===== src/rtl/lsq_mem_issue_pkg.sv =====
`default_nettype none
// ============================================================================
// Module      : lsq_mem_issue_pkg
// Description : Shared types for the LSQ memory-issue stage: instruction id,
//               load fn3 codes, the in-order load tracker entry and the
//               request-register state encoding.
// Revision    : 1.0 - initial release
// ============================================================================
package lsq_mem_issue_pkg;

  localparam int ID_W_DEF = 3;
  typedef logic [ID_W_DEF-1:0] id_t;

  localparam logic [2:0] FN3_LB  = 3'b000;
  localparam logic [2:0] FN3_LH  = 3'b001;
  localparam logic [2:0] FN3_LW  = 3'b010;
  localparam logic [2:0] FN3_LBU = 3'b100;
  localparam logic [2:0] FN3_LHU = 3'b101;

  // One outstanding load: everything needed to format its response later.
  typedef struct packed {
    id_t        id;
    logic [2:0] fn3;
    logic [1:0] byte_off;
  } lsq_tracker_entry_t;

  typedef enum logic [0:0] {
    REQ_IDLE = 1'b0,
    REQ_BUSY = 1'b1
  } req_state_t;

  function automatic logic fn3_legal(input logic [2:0] fn3);
    return fn3 inside {FN3_LB, FN3_LH, FN3_LW, FN3_LBU, FN3_LHU};
  endfunction

endpackage
`default_nettype wire


===== src/rtl/lsq_load_formatter.sv =====
`default_nettype none
// ============================================================================
// Module      : lsq_load_formatter
// Description : Combinational load-result formatter. Selects the byte/half
//               lane from the response word and sign/zero extends by fn3.
//               Unknown fn3 codes pass the whole word through.
// Ports       : rdata_i    - raw response word
//               fn3_i      - access size/sign code
//               byte_off_i - address bits [1:0] of the load
//               result_o   - formatted 32-bit load result
// Revision    : 1.0 - initial release
// ============================================================================
module lsq_load_formatter
  import lsq_mem_issue_pkg::*;
(
  input  logic [31:0] rdata_i,
  input  logic [2:0]  fn3_i,
  input  logic [1:0]  byte_off_i,
  output logic [31:0] result_o
);

  logic [7:0]  byte_sel;
  logic [15:0] half_sel;

  always_comb begin
    // Halves only look at addr[1]; addr[0] is ignored for half accesses.
    byte_sel = rdata_i[{byte_off_i, 3'b000} +: 8];
    half_sel = rdata_i[{byte_off_i[1], 4'b0000} +: 16];
    result_o = rdata_i;
    case (fn3_i)
      FN3_LB:  result_o = {{24{byte_sel[7]}}, byte_sel};
      FN3_LH:  result_o = {{16{half_sel[15]}}, half_sel};
      FN3_LBU: result_o = {24'h0, byte_sel};
      FN3_LHU: result_o = {16'h0, half_sel};
      default: result_o = rdata_i;
    endcase
  end

endmodule
`default_nettype wire


===== src/rtl/lsq_mem_issue.sv =====
`default_nettype none
// ============================================================================
// Module      : lsq_mem_issue
// Description : Pops one LSQ entry per cycle into a registered data-memory
//               request held until mem_ack, tracks outstanding loads in
//               order, and formats returning load data into a one-cycle
//               tagged writeback pulse.
// Ports       : clk/rst (async, active-low); lsq_* entry in, lsq_pop out;
//               mem_* request/response; wb_* writeback; idle; rsp_overflow.
// Config      : LSQ_MISALIGN_TRAP_EN - misaligned entries are popped without
//               a memory request and reported on misalign_exc/misalign_id.
// Revision    : 1.0 - initial release
// ============================================================================
module lsq_mem_issue
  import lsq_mem_issue_pkg::*;
#(
  parameter int MAX_OUTSTANDING = 4,
  parameter int ID_W            = 3
)(
  input  logic            clk,
  input  logic            rst,
  input  logic            lsq_valid,
  output logic            lsq_pop,
  input  logic [31:0]     lsq_addr,
  input  logic            lsq_load,
  input  logic            lsq_store,
  input  logic [3:0]      lsq_be,
  input  logic [2:0]      lsq_fn3,
  input  logic [31:0]     lsq_data,
  input  logic [ID_W-1:0] lsq_id,
  output logic            mem_req,
  input  logic            mem_ack,
  output logic            mem_we,
  output logic [31:0]     mem_addr,
  output logic [3:0]      mem_be,
  output logic [31:0]     mem_wdata,
  input  logic            mem_rvalid,
  input  logic [31:0]     mem_rdata,
  output logic            wb_valid,
  output logic [ID_W-1:0] wb_id,
  output logic [31:0]     wb_data,
  output logic            idle,
  output logic            rsp_overflow
`ifdef LSQ_MISALIGN_TRAP_EN
  ,
  output logic            misalign_exc,
  output logic [ID_W-1:0] misalign_id
`endif
);

  localparam int PTR_W = $clog2(MAX_OUTSTANDING);
  localparam int CNT_W = PTR_W + 1;

  req_state_t         state_q, state_d;
  logic               mem_we_q;
  logic [31:0]        mem_addr_q, mem_wdata_q;
  logic [3:0]         mem_be_q;

  lsq_tracker_entry_t trk_mem_q [MAX_OUTSTANDING];
  logic [PTR_W-1:0]   wr_ptr_q, rd_ptr_q;
  logic [CNT_W-1:0]   count_q, count_after_rsp;
  lsq_tracker_entry_t push_entry, head_entry;

  logic               wb_valid_q, rsp_overflow_q;
  logic [ID_W-1:0]    wb_id_q;
  logic [31:0]        wb_data_q, fmt_result;

  logic is_store, trk_empty, rsp_pop, can_accept, pop, issue, push, misaligned;

  always_comb begin
    // An entry flagged as both load and store is handled as a load.
    is_store        = lsq_store & ~lsq_load;
    trk_empty       = (count_q == '0);
    rsp_pop         = mem_rvalid & ~trk_empty;
    // A response retiring this cycle frees its slot for a same-cycle load.
    count_after_rsp = count_q - CNT_W'(rsp_pop);
    can_accept      = ((state_q == REQ_IDLE) | mem_ack) &
                      (is_store | (count_after_rsp < CNT_W'(MAX_OUTSTANDING)));
    pop             = lsq_valid & can_accept;
`ifdef LSQ_MISALIGN_TRAP_EN
    misaligned      = ((lsq_fn3[1:0] == 2'b01) & lsq_addr[0]) |
                      (lsq_fn3[1] & (lsq_addr[1:0] != 2'b00));
`else
    misaligned      = 1'b0;
`endif
    issue           = pop & ~misaligned;
    push            = issue & ~is_store;

    push_entry.id       = id_t'(lsq_id);
    push_entry.fn3      = lsq_fn3;
    push_entry.byte_off = lsq_addr[1:0];
    head_entry          = trk_mem_q[rd_ptr_q];

    state_d = state_q;
    if (issue) begin
      state_d = REQ_BUSY;
    end else if (mem_ack) begin
      state_d = REQ_IDLE;
    end
  end

  // Request register: only reloaded when idle or the current request is acked.
  always_ff @(posedge clk or negedge rst) begin
    if (!rst) begin
      state_q     <= REQ_IDLE;
      mem_we_q    <= 1'b0;
      mem_addr_q  <= '0;
      mem_be_q    <= '0;
      mem_wdata_q <= '0;
    end else begin
      state_q <= state_d;
      if (issue) begin
        mem_we_q    <= is_store;
        mem_addr_q  <= {lsq_addr[31:2], 2'b00};
        mem_be_q    <= is_store ? lsq_be : 4'hF;
        mem_wdata_q <= is_store ? lsq_data : 32'h0;
      end
    end
  end

  // In-order load tracker (circular buffer; pointers wrap naturally).
  always_ff @(posedge clk or negedge rst) begin
    if (!rst) begin
      wr_ptr_q <= '0;
      rd_ptr_q <= '0;
      count_q  <= '0;
    end else begin
      if (push)    wr_ptr_q <= wr_ptr_q + PTR_W'(1);
      if (rsp_pop) rd_ptr_q <= rd_ptr_q + PTR_W'(1);
      count_q <= count_q + CNT_W'(push) - CNT_W'(rsp_pop);
    end
  end

  always_ff @(posedge clk) begin
    if (push) trk_mem_q[wr_ptr_q] <= push_entry;
  end

  lsq_load_formatter u_fmt (
    .rdata_i    (mem_rdata),
    .fn3_i      (head_entry.fn3),
    .byte_off_i (head_entry.byte_off),
    .result_o   (fmt_result)
  );

  always_ff @(posedge clk or negedge rst) begin
    if (!rst) begin
      wb_valid_q     <= 1'b0;
      wb_id_q        <= '0;
      wb_data_q      <= '0;
      rsp_overflow_q <= 1'b0;
    end else begin
      wb_valid_q     <= rsp_pop;
      rsp_overflow_q <= rsp_overflow_q | (mem_rvalid & trk_empty);
      if (rsp_pop) begin
        wb_id_q   <= ID_W'(head_entry.id);
        wb_data_q <= fmt_result;
      end
    end
  end

`ifdef LSQ_MISALIGN_TRAP_EN
  logic            misalign_exc_q;
  logic [ID_W-1:0] misalign_id_q;

  always_ff @(posedge clk or negedge rst) begin
    if (!rst) begin
      misalign_exc_q <= 1'b0;
      misalign_id_q  <= '0;
    end else begin
      misalign_exc_q <= pop & misaligned;
      if (pop & misaligned) misalign_id_q <= lsq_id;
    end
  end

  assign misalign_exc = misalign_exc_q;
  assign misalign_id  = misalign_id_q;
`endif

  assign lsq_pop      = pop;
  assign mem_req      = (state_q == REQ_BUSY);
  assign mem_we       = mem_we_q;
  assign mem_addr     = mem_addr_q;
  assign mem_be       = mem_be_q;
  assign mem_wdata    = mem_wdata_q;
  assign wb_valid     = wb_valid_q;
  assign wb_id        = wb_id_q;
  assign wb_data      = wb_data_q;
  assign rsp_overflow = rsp_overflow_q;
  assign idle         = (state_q == REQ_IDLE) & trk_empty & ~wb_valid_q;

`ifndef SYNTHESIS
  always @(posedge clk) begin
    if (rst && lsq_valid) begin
      assert (!(lsq_load && lsq_store))
        else $error("lsq_mem_issue: entry marked both load and store");
    end
    if (rst && push) begin
      assert (fn3_legal(lsq_fn3))
        else $error("lsq_mem_issue: load with unsupported fn3 %0b", lsq_fn3);
    end
  end
`endif

endmodule
`default_nettype wire


===== config.mk =====
export PLATFORM = sky130hd
export DESIGN_NAME = lsq_mem_issue
export DESIGN_NICKNAME = d
export VERILOG_FILES = /design/src/rtl/lsq_mem_issue_pkg.sv /design/src/rtl/lsq_load_formatter.sv /design/src/rtl/lsq_mem_issue.sv
export SDC_FILE = /design/constraint.sdc
export NUM_CORES = 1
export LEC_CHECK = 0
export ABC_AREA = 1
export CORE_UTILIZATION = 35
export DETAILED_ROUTE_END_ITERATION = 10
export SYNTH_ARGS = -nofsm -noshare
export SYNTH_HDL_FRONTEND = slang
export SYNTH_SLANG_ARGS = --single-unit
export TNS_END_PERCENT = 10

===== constraint.sdc =====
create_clock -name clk -period 5.35 [get_ports clk]
set_clock_uncertainty 0.1 [all_clocks]
set_input_delay 1.3375 -clock clk [delete_from_list [all_inputs] [get_ports clk]]
set_output_delay 1.3375 -clock clk [all_outputs]
set_load 0.01 [all_outputs]

### The metal 1 layer, run 1

Cells faint in the background.
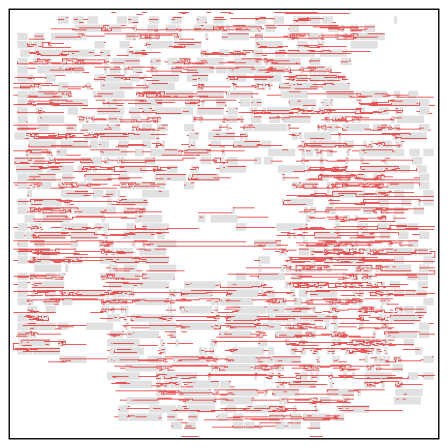
967 nets have wire on it. The wires run mostly horizontal.
overall via count from detail_route: 5751
global routing met1 resource utilization: 25.5%

### M2 wires, run 1

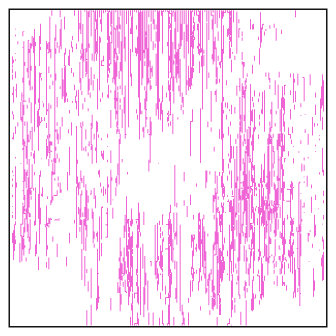
The layer holds 46% of the routed length. The longest straight run is 60.9 um. The layer carries 8610 um of wire. The wires run mostly vertical. 839 nets have wire on it.
wire length reported by the detailed router: 18800 um
met2 routing resource usage after global routing: 31.2%

==> results.json, run 1 <==
{
  "track_usage_pct": 19.8,
  "synth.lib_cells_used.distinct": 37,
  "power.sequential.fraction_pct": 33.1,
  "layout.clock.cell_area_share_pct": 6.35,
  "drc_markers": 0,
  "synthSimpleGateAreaFrac_pct": 30.7,
  "place.detailed.instances": 1207,
  "post_detailed_route_wirelength_per_cell_um": 15.2,
  "topCellsByArea": "dfrtp_1 (42%), nand2_1 (16%), edfxtp_1 (14%), nand3_1 (6.3%), inv_1 (4.8%)",
  "ys_cells": 784,
  "leakage_nw": 4.72,
  "seqCellArea_um2": 3760,
  "total_power_w": 0.00531,
  "whs_path_depth": 2,
  "yosys.area_share.xor_xnor_pct": 0.390,
  "switching_share_pct": 37.8,
  "gr-total-overflow": 0,
  "number_of_global_route_vias_before_repair": 5598,
  "cell_class_with_the_largest_area_share": "sequential cells",
  "critPathRequiredTime_ns": 3.91,
  "synth-warning-count": 0,
  "rsz0062_at_grt": "no",
  "cts_post_setup_buffers_inserted": 0,
  "critical_path_depth": 6,
  "peakVddDrop_mv": 0.294,
  "met1_length_um": 8380,
  "worst_hold_slack_ns": 0.371,
  "warning_count": 29,
  "timing.critical_path.slowest_stage_cell": "clkdlybuf4s50_1",
  "internal_power_w": 0.00330,
  "cts_hold_buffers": 0,
  "top_signal_layer_used": "met5",
  "worstPathBufferInverterCount": 4,
  "met3_length_um": 1490,
  "fp-utilization_pct": 35.9,
  "power_clock_w": 0.00123,
  "area_growth_syn_to_layout_pct": 43.9,
  "final_critical_path_setup_slack_ns": 0.759,
  "worst_slew_pin_slew_ns": 0.786,
  "floorplan.die_area_um2": 19800,
  "layout.cell_area.non_filler_um2": 9680,
  "non_clk_buf_share_pct": 23.2,
  "postSynthSeqShare_pct": 55.9,
  "final_hold_viol_count": 0,
  "status": "completed",
  "crit_path_start": "mem_rvalid",
  "cts.repair.resized": 0,
  "post-place-ws_ns": 0.738,
  "drt_pre_antenna_iters": 5,
  "row_count": 50,
  "die_h_um": 141,
  "yosys_area_um2": 6730,
  "grt_first_pass_wirelength_um": 30000,
  "grt_start_max_net_pins": 65,
  "synthArstFlopShare_pct": 77.8,
  "hold_start": "mem_wdata[7]",
  "post-dp-hpwl_um": 13100,
  "yosysMostFrequentCell": "nand2_1",
  "dominant_synthesized_flop_cell": "dfrtp_1",
  "post-route-min-period_ns": 4.59,
  "cp_max_fo": 3,
  "routability_congestion": 0.827,
  "top_logic_kind": "simple AND/OR/NAND/NOR gates",
  "diodes": 0,
  "ctsLongestPathBuffers": 2,
  "worst_hold_path_type": "reg -> reg",
  "syn_inst": 784,
  "fp.dieW_um": 141,
  "yosysTopAreaCell": "dfrtp_1",
  "crit-reg2reg-capture": "wb_data[18]",
  "worst_hold_path.endpoint": "mem_wdata[7]",
  "power.net_switching_w": 0.00201,
  "layout.sequential_cells": 144,
  "crit_family": "buffers and inverters",
  "nNonClkBuffers": 226,
  "max-slew-margin-rel_pct": 47.4,
  "first_iter_violations": 315,
  "max_freq_mhz": 218,
  "clock-root-buffer": "clkbuf_16",
  "yosys-top-cells-count": "nand2_1 (285), dfrtp_1 (112), inv_1 (86)",
  "seq_share_pct": 38.9,
  "powerComb_w": 0.00233,
  "pg_seq_w": 0.00176,
  "layout.non_clock_inverters": 90,
  "setup_viol": 0,
  "capturing_element_type_of_the_critical_path": "output pin",
  "crit_arrival_ns": 3.15,
  "worst_setup_path_endpoint": "lsq_pop",
  "pwr-share-comb_pct": 43.8,
  "final_layout_top_logic_cell": "nand2_1",
  "coreArea_um2": 18800,
  "cpMostUsedCell": "clkdlybuf4s50_1",
  "power_density_nw_per_um2": 549,
  "critical_path.reg2reg.startpoint": "rd_ptr_q[0]",
  "final_min_period_over_clock_period_pct": 85.8,
  "clk-insertion-delay-late_ns": 0.42,
  "crit_path_cell_trace": "clkdlybuf4s50_1 -> inv_1 -> o311ai_0 -> nand2_2 -> clkinv_1 -> clkdlybuf4s50_1",
  "r2r_cells": 10,
  "cts.sinks": 144,
  "highest_count_cells_in_the_layout_ignoring_fill_and_taps": "nand2_1 (284), clkdlybuf4s50_1 (218), dfrtp_1 (112)",
  "maxPowerGroup": "combinational cells",
  "synthAoiAreaFrac_pct": 3.22,
  "final.setup.tns_ns": 0,
  "postLayoutCoreUtil_pct": 51.6,
  "timing.reg2reg.setup_slack_ns": 2.08,
  "clock_power_share_pct": 23.1,
  "top_cell_area_share_pct": 41.7,
  "fin_nets": 1112,
  "grt_most_used_layer": "met2",
  "htreeDepth": 4,
  "timing.setup.critical_path_class": "in -> out",
  "port_buffers": 219,
  "synth.cellmix.adderShare_pct": 1.41,
  "fin_cells": 1239,
  "combAreaFraction_pct": 25.0,
  "clkTransAtPathRegs_ns": 0.06,
  "clock_tree_from_tritoncts": "yes",
  "syn_area_um2": 6730,
  "number_of_buffers_created_by_cts": 17,
  "pin_count": 222,
  "mux_area_share_pct": 0
}
### M3 wires, run 1

Cells faint in the background.
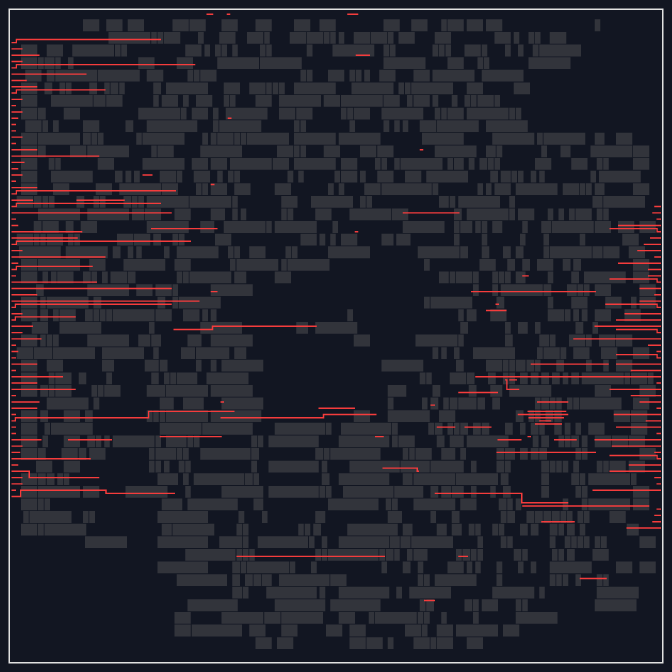
The longest straight run is 40.2 um. 152 nets have wire on it. The layer carries 1490 um of wire. The layer holds 7.9% of the routed length.
global-route met3 utilization: 6.39%

--- run 2 (diff from run 1) ---
SYNTH_HIERARCHICAL = 1   (was not set)
### Congestion heat map, run 2

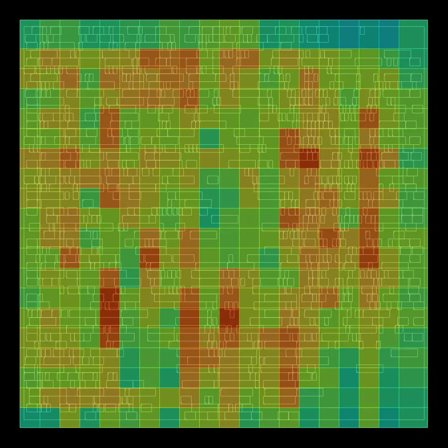
met2 routing resource usage after global routing: 30.6%
final standard cell utilization of the core: 51.2%
global routing met1 resource utilization: 24.4%

### M3 wires, run 2

Cells faint in the background.
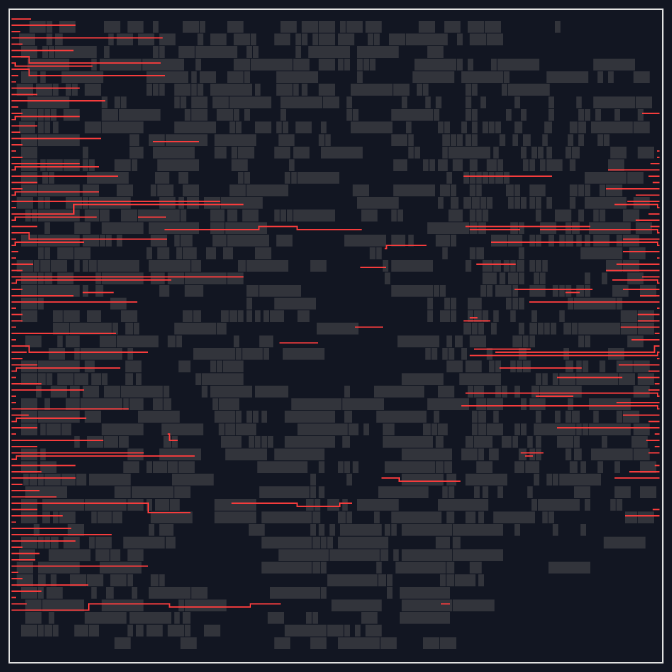
The wires run mostly horizontal. The longest straight run is 49.9 um. 165 nets have wire on it. The layer holds 11% of the routed length.
overall via count from detail_route: 5681
wire length reported by the detailed router: 18600 um
global-route met3 utilization: 8.59%

==> results.json, run 2 <==
{
  "post_detailed_route_wirelength_per_cell_um": 14.7,
  "worst_hold_slack_ns": 0.375,
  "grt_first_pass_wirelength_um": 29800,
  "post-route-min-period_ns": 4.26,
  "critPathRequiredTime_ns": 3.91,
  "worstPathBufferInverterCount": 4,
  "highest_count_cells_in_the_layout_ignoring_fill_and_taps": "nand2_1 (347), clkdlybuf4s50_1 (218), dfrtp_1 (112)",
  "postSynthSeqShare_pct": 55.7,
  "critical_path.reg2reg.startpoint": "rd_ptr_q[0]",
  "syn_area_um2": 6760,
  "cpMostUsedCell": "clkdlybuf4s50_1",
  "synth-warning-count": 6,
  "ys_cells": 786,
  "pwr-share-comb_pct": 45.3,
  "leakage_nw": 4.48,
  "met3_length_um": 1960,
  "final_critical_path_setup_slack_ns": 1.09,
  "clock-root-buffer": "clkbuf_16",
  "seq_share_pct": 39.0,
  "track_usage_pct": 19.5,
  "synth.lib_cells_used.distinct": 33,
  "maxPowerGroup": "combinational cells",
  "status": "completed",
  "worst_slew_pin_slew_ns": 1.06,
  "number_of_global_route_vias_before_repair": 5538,
  "r2r_cells": 14,
  "power_clock_w": 0.00117,
  "cts_post_setup_buffers_inserted": 0,
  "final_hold_viol_count": 0,
  "layout.clock.cell_area_share_pct": 6.04,
  "switching_share_pct": 38.4,
  "synth.cellmix.adderShare_pct": 1.41,
  "layout.cell_area.non_filler_um2": 9640,
  "crit_path_start": "lsq_valid",
  "pin_count": 222,
  "syn_inst": 786,
  "post-place-ws_ns": 1.06,
  "drc_markers": 0,
  "whs_path_depth": 2,
  "worst_setup_path_endpoint": "lsq_pop",
  "internal_power_w": 0.00328,
  "gr-total-overflow": 0,
  "total_power_w": 0.00533,
  "yosys_area_um2": 6760,
  "powerComb_w": 0.00241,
  "seqCellArea_um2": 3760,
  "drt_pre_antenna_iters": 5,
  "layout.sequential_cells": 144,
  "clk-insertion-delay-late_ns": 0.41,
  "crit_arrival_ns": 2.82,
  "area_growth_syn_to_layout_pct": 42.5,
  "mux_area_share_pct": 0,
  "yosysMostFrequentCell": "nand2_1",
  "place.detailed.instances": 1232,
  "fp.dieW_um": 141,
  "power.net_switching_w": 0.00205,
  "yosys.area_share.xor_xnor_pct": 0.259,
  "fin_nets": 1111,
  "synthArstFlopShare_pct": 77.8,
  "ctsLongestPathBuffers": 2,
  "timing.setup.critical_path_class": "in -> out",
  "floorplan.die_area_um2": 19900,
  "top_signal_layer_used": "met4",
  "synthSimpleGateAreaFrac_pct": 28.5,
  "rsz0062_at_grt": "no",
  "hold_start": "wb_id[1]",
  "final.setup.tns_ns": 0,
  "max-slew-margin-rel_pct": 29.5,
  "non_clk_buf_share_pct": 23.3,
  "clkTransAtPathRegs_ns": 0.06,
  "clock_tree_from_tritoncts": "yes",
  "coreArea_um2": 18800,
  "htreeDepth": 4,
  "first_iter_violations": 290,
  "timing.reg2reg.setup_slack_ns": 2.18,
  "combAreaFraction_pct": 26.5,
  "cts_hold_buffers": 0,
  "grt_start_max_net_pins": 64,
  "crit_path_cell_trace": "clkdlybuf4s50_1 -> inv_1 -> nor2_2 -> nand2_4 -> inv_2 -> clkdlybuf4s50_1",
  "yosysTopAreaCell": "dfrtp_1",
  "top_logic_kind": "simple AND/OR/NAND/NOR gates",
  "number_of_buffers_created_by_cts": 17,
  "cts.sinks": 144
}
### The metal 1 layer, run 2

Cells faint in the background.
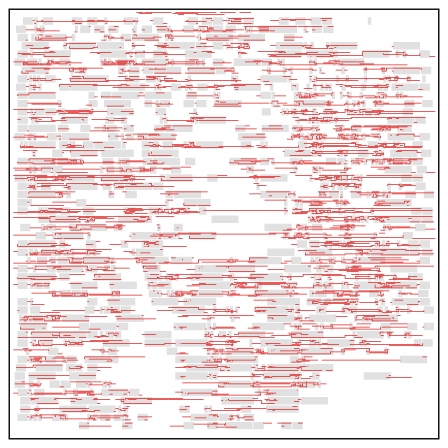
The wires run mostly horizontal. The layer carries 8000 um of wire.

Power is estimated from default activity; no workload was simulated.
